### src/rtl/muldiv_unit.sv
// Iterative multiply/divide unit owning the HI/LO registers.
// Shift-add multiply and restoring divide, one bit per cycle.
module muldiv_unit #(
    parameter int NUM_BITS = 32,
    parameter int OP_BITS  = 3,
    parameter int CNT_BITS = 6
) (
    input  logic                clk,
    input  logic                rst_n,
    input  logic                start,
    input  logic [OP_BITS-1:0]  md_op,
    input  logic [NUM_BITS-1:0] data1,
    input  logic [NUM_BITS-1:0] data2,
    input  logic                flush,
    output logic                busy,
    output logic [NUM_BITS-1:0] hi,
    output logic [NUM_BITS-1:0] lo
);

    localparam logic [OP_BITS-1:0] OP_MULT  = OP_BITS'(1);
    localparam logic [OP_BITS-1:0] OP_MULTU = OP_BITS'(2);
    localparam logic [OP_BITS-1:0] OP_DIV   = OP_BITS'(3);
    localparam logic [OP_BITS-1:0] OP_DIVU  = OP_BITS'(4);
    localparam logic [OP_BITS-1:0] OP_MTHI  = OP_BITS'(5);
    localparam logic [OP_BITS-1:0] OP_MTLO  = OP_BITS'(6);

    typedef enum logic [1:0] {IDLE, CALC, FIX} state_t;

    state_t state, state_nxt;

    logic [CNT_BITS-1:0]   cnt;
    logic [2*NUM_BITS-1:0] acc;
    logic [NUM_BITS-1:0]   rem;
    logic [NUM_BITS-1:0]   opb;
    logic                  is_div;
    logic                  neg_q;
    logic                  neg_r;

    logic                  op_mul, op_div, op_sgn;
    logic                  accept, last;
    logic                  sign1, sign2;
    logic [NUM_BITS-1:0]   mag1, mag2;
    logic [NUM_BITS:0]     add_sum;
    logic [NUM_BITS:0]     div_shift, div_trial;
    logic [2*NUM_BITS-1:0] prod;
    logic [NUM_BITS-1:0]   res_hi, res_lo;

    always_comb begin
        op_mul = (md_op == OP_MULT) || (md_op == OP_MULTU);
        op_div = (md_op == OP_DIV) || (md_op == OP_DIVU);
        op_sgn = (md_op == OP_MULT) || (md_op == OP_DIV);
        accept = start && (state == IDLE) && (op_mul || op_div);
        sign1  = op_sgn && data1[NUM_BITS-1];
        sign2  = op_sgn && data2[NUM_BITS-1];
        mag1   = sign1 ? -data1 : data1;
        mag2   = sign2 ? -data2 : data2;
        last   = (cnt == CNT_BITS'(NUM_BITS - 1));
    end

    always_comb begin
        add_sum   = {1'b0, acc[2*NUM_BITS-1:NUM_BITS]}
                  + (acc[0] ? {1'b0, opb} : '0);
        div_shift = {rem, acc[NUM_BITS-1]};
        div_trial = div_shift - {1'b0, opb};
        prod      = neg_q ? -acc : acc;
        if (is_div) begin
            res_lo = neg_q ? -acc[NUM_BITS-1:0] : acc[NUM_BITS-1:0];
            res_hi = neg_r ? -rem : rem;
        end else begin
            res_lo = prod[NUM_BITS-1:0];
            res_hi = prod[2*NUM_BITS-1:NUM_BITS];
        end
    end

    always_ff @(posedge clk or negedge rst_n) begin
        if (!rst_n) state <= IDLE;
        else        state <= state_nxt;
    end

    always_comb begin
        state_nxt = state;
        unique case (state)
            IDLE:    if (accept) state_nxt = CALC;
            CALC:    if (flush) state_nxt = IDLE;
                     else if (last) state_nxt = FIX;
            FIX:     state_nxt = IDLE;
            default: state_nxt = IDLE;
        endcase
    end

    always_comb begin
        busy = (state != IDLE);
    end

    always_ff @(posedge clk or negedge rst_n) begin
        if (!rst_n) begin
            cnt    <= '0;
            acc    <= '0;
            rem    <= '0;
            opb    <= '0;
            is_div <= 1'b0;
            neg_q  <= 1'b0;
            neg_r  <= 1'b0;
            hi     <= '0;
            lo     <= '0;
        end else begin
            unique case (state)
                IDLE: begin
                    if (accept) begin
                        cnt    <= '0;
                        is_div <= op_div;
                        // Divide by zero keeps the all-ones quotient;
                        // the remainder restore alone yields data1.
                        neg_q  <= (sign1 ^ sign2) && !(op_div && data2 == '0);
                        neg_r  <= sign1;
                        rem    <= '0;
                        opb    <= op_div ? mag2 : mag1;
                        acc    <= {{NUM_BITS{1'b0}}, (op_div ? mag1 : mag2)};
                    end
                    if (start && md_op == OP_MTHI) hi <= data1;
                    if (start && md_op == OP_MTLO) lo <= data1;
                end
                CALC: begin
                    cnt <= cnt + CNT_BITS'(1);
                    if (is_div) begin
                        if (!div_trial[NUM_BITS])
                            rem <= div_trial[NUM_BITS-1:0];
                        else
                            rem <= div_shift[NUM_BITS-1:0];
                        acc[NUM_BITS-1:0] <= {acc[NUM_BITS-2:0],
                                              ~div_trial[NUM_BITS]};
                    end else begin
                        acc <= {add_sum, acc[NUM_BITS-1:1]};
                    end
                end
                FIX: begin
                    if (!flush) begin
                        hi <= res_hi;
                        lo <= res_lo;
                    end
                end
                default: ;
            endcase
        end
    end

endmodule

### config.mk
export PLATFORM = sky130hd
export DESIGN_NAME = muldiv_unit
export DESIGN_NICKNAME = d
export VERILOG_FILES = /design/src/rtl/muldiv_unit.sv
export SDC_FILE = /design/constraint.sdc
export NUM_CORES = 1
export LEC_CHECK = 0
export ABC_AREA = 1
export CORE_MARGIN = 4
export CORE_UTILIZATION = 51
export DETAILED_ROUTE_END_ITERATION = 10
export DONT_BUFFER_PORTS = 1
export PLACE_DENSITY = 0.72
export SETUP_SLACK_MARGIN = 0.05
export SLEW_MARGIN = 5
export SYNTH_ARGS = -nofsm -noshare
export SYNTH_HDL_FRONTEND = slang
export SYNTH_SLANG_ARGS = --single-unit
### constraint.sdc
create_clock -name clk -period 3 [get_ports clk]
set_input_delay 0.6 -clock clk [delete_from_list [all_inputs] [get_ports clk]]
set_output_delay 0.6 -clock clk [all_outputs]
set_load 0.02 [all_outputs]
==> GITHUB_STEP_SUMMARY <==
## Implementation flow summary

| Metric | Value |
|---|---|
| Final Power | `21.5 mW` |
| Commonest flop | `dfrtp_1` |
| Ys async rst share | `1.00` |
| Flip-flops with a built-in enable | `0` |
| Crit path max fanout | `30` |
| # rows | `70` |
| Power per cell area | `1040 nW/um^2` |
| Endpoints failing hold | `203` |
| Yosys cell types | `55` |
| Cells after synthesis | `3171` |
| Core area | `36900 sq um` |
| CTS buffer count | `24` |
| Tmin final | `2740 ps` |
| H-tree depth | `1` |
| Synthesis warning total | `0` |
| Chip area | `40900 sq um` |
| Most frequent logic cell in the layout | `nand2_1` |
| Worst hold slack | `-251 ps` |
| Achievable clock frequency | `365 MHz` |
| First-pass GRT wire length | `124000 microns` |
| Leak | `10.1 nW` |
| Root Driver | `clkbuf_16` |
| Post-layout period usage | `0.914` |
| Vias | `22393` |
| Clock Skews | `31.3 ps` |
| CP Data Required Time | `3400 ps` |
| Max cap viols | `0` |
| Post-synth regs | `203` |
| DRC viols | `1` |
| TNS Setup | `0 ps` |
| Core Util at FP | `0.522` |
| Hold Path Class | `in -> async` |
| Avg WL per Cell | `22.8 microns` |
| Die Height | `202 microns` |
| Number of global-route vias before repair | `20680` |
| Top-Level Pins | `136` |
| Die X | `202 microns` |
| Register share after synthesis | `0.264` |
| Critical Path End Type | `register` |
| CTS Sinks | `203` |
| Run status | `finished with violations` |
| Violated checks | `design-rule violations, negative hold slack` |
| Critical Path Source Type | `register` |
| Drt initial violations | `2978` |
| CTS max path bufs | `3` |
| Post-Syn Area | `19200 sq um` |
| Avg Cell Area, Syn | `6.06 sq um` |
| Antenna diode count | `0` |
| DR vias/cell | `6.12` |
| Slew Viols, Final | `0` |
| Tool warnings | `30` |
| Pre-Repair DR Iteration Count | `10` |
| Reg clk slew, reported paths | `60 ps` |
| Area grow syn2layout | `7.21%` |
| Initial antenna violation count | `0` |
| Mapped Nets | `3313` |
| Setup Crit Path Kind | `reg -> reg` |
| CTS tree | `done` |
| Largest net degree at the start of global routing | `204` |
| Worst relative slew slack | `0.289` |
| Final WL | `83300 microns` |
| Fin worst setup slack | `259 ps` |
| Worst slack, placed | `191 ps` |
| Routability Congestion | `1.06` |
| GRT Total Usage | `0.390` |
| Nets | `3278` |
| Most frequent cells in the layout | `nand2_1 (899), nor2_1 (427), inv_1 (346), nand3_1 (346), dfrtp_1 (202)` |
| # setup viols final | `0` |
| Worst-margin pin slew | `1070 ps` |
| HPWL Detailed | `67300 microns` |
| # Cells Yosys | `3171` |
| Yosys chip area | `19200 sq um` |
| VDD IR max | `0.506 mV` |
[power by group]
part / total [mW] / leakage [nW] / internal, mW / switching (mW)
combinational: 12.9 / 7.25 / 3.97 / 8.90
sequential: 5.30 / 2.46 / 3.66 / 1.64
clock: 3.32 / 0.422 / 1.99 / 1.33
[final cells by class]
cell class / instances / area (sq um)
Timing Repair Buffer: 44 / 368
Sequential cell: 203 / 5080
Fill cell: 3775 / 16300
Tap cell: 504 / 631
Multi-Input combinational cell: 2502 / 12300
Inverter: 361 / 1360
Clock buffer: 27 / 643
Clock inverter: 17 / 238
[cells by family after synthesis]
group,synth area share
compound gates,0.167
xor+xnor,0.0251
fa+ha+maj,0.0470
buf+inv,0.0976
flops,0.264
simple gates,0.399
[cells in the mapped netlist, types with 13 or more instances]
library cell  instances  share of area
nand2_1             899           0.18
a221oi_1             27          0.012
nand2_2              24         0.0078
a21oi_1             179          0.047
a31oi_1              27         0.0088
o22ai_1              13         0.0042
clkbuf_1             38         0.0074
nor2_1              429          0.084
xnor2_1              20         0.0091
buf_2                40          0.010
dfrtp_1             203           0.26
o221ai_1             16         0.0073
inv_1               347          0.068
a22oi_1              17         0.0066
nand3_1             346          0.090
o21ai_0             182          0.047
o21ai_1              22         0.0057
nor2_2               20         0.0065
xor2_1               35          0.016
nand4_1              32          0.010
nor3_1               35         0.0091
ha_1                 69          0.045
buf_1                14         0.0027
o211ai_1             27          0.011
[worst max-delay path, cell delays in order (launching register included)]
cell and delay [ps]:
dfrtp_1 420, buf_12 180, nand2_1 60, inv_1 40
ha_1 320, a21oi_1 330, o211ai_1 330, nand2_1 140
nand2_1 120, nand2_1 150, nand2_1 80, o21ai_0 270
o21ai_0 140
[routing by layer]
layer	GRT usage	wire [microns]	vias up
li1	-	-	10369
met3	0.104	10500	229
met2	0.583	35300	1438
met4	0.169	4450	0
met1	0.533	33100	10357
met5	0	0	-
[timing repair]
| action | in CTS | in global routing |
|---|---|---|
| setup endpoints to repair | 0 | 29 |
| buffers inserted | 0 | 1 |
| endpoints found under the hold margin | 203 | 203 |
| gates resized | 0 | 5 |
[sequential cells by signal, summed over array words and instances (netlist names)]
name    flops
acc        64
is_div      1
lo         32
opb        32
neg_q       1
neg_r       1
rem        32
state       2
cnt         6
hi         32
[metrics by stage]
stage	instances	instance area (sq um)	util
final	3658	20600	0.559
after global routing	3658	20600	0.559
after CTS	3657	20600	0.558
after detailed placement	3613	19700	0.535
after global placement	3613	19700	0.535
after floorplan	3171	19200	-
[final timing paths]
kind | startpoint | end | slack, ps | cells past startpoint
min in group clk | flush | state[1]$_DFFE_PN0P_ | 100 | 1
worst max-delay path | acc[0]$_DFFE_PN0P_ | acc[54]$_DFFE_PN0P_ | 260 | 12
max in group asynchronous | rst_n | neg_q$_DFFE_PN0P_ | 2810 | 0
worst max register to register | acc[0]$_DFFE_PN0P_ | acc[54]$_DFFE_PN0P_ | 260 | 12
worst min register to register | cnt[5]$_DFFE_PN0P_ | state[1]$_DFFE_PN0P_ | 480 | 1
worst min-delay path | rst_n | acc[56]$_DFFE_PN0P_ | -250 | 0
==> images/m1.png <==
Cells faint in the background.
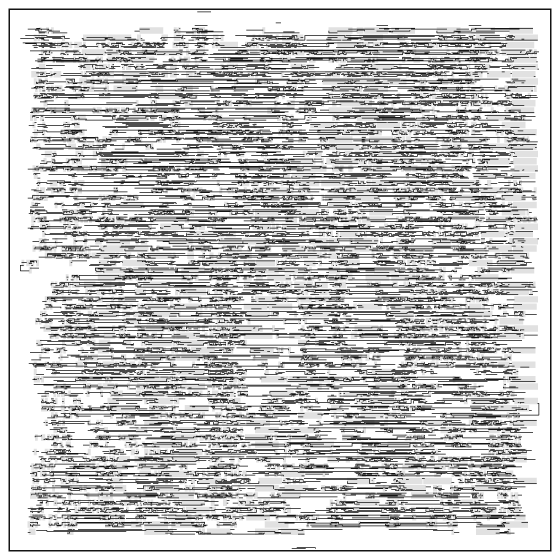
The wires run mostly horizontal. The layer carries 33.1 mm of wire. 3114 nets have wire on it.

==> images/m2.png <==
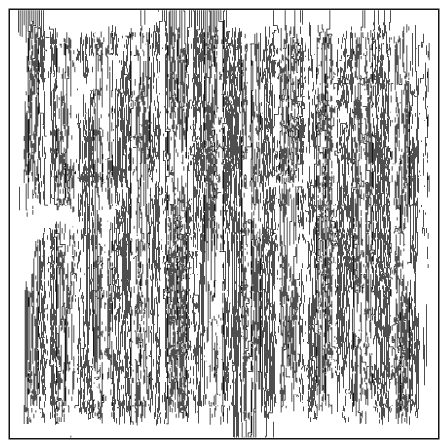
The layer holds 42% of the routed length. The longest straight run is 95.5 microns. The layer carries 35.3 mm of wire.

No activity file was given, so power comes from the tool's default toggle rates.
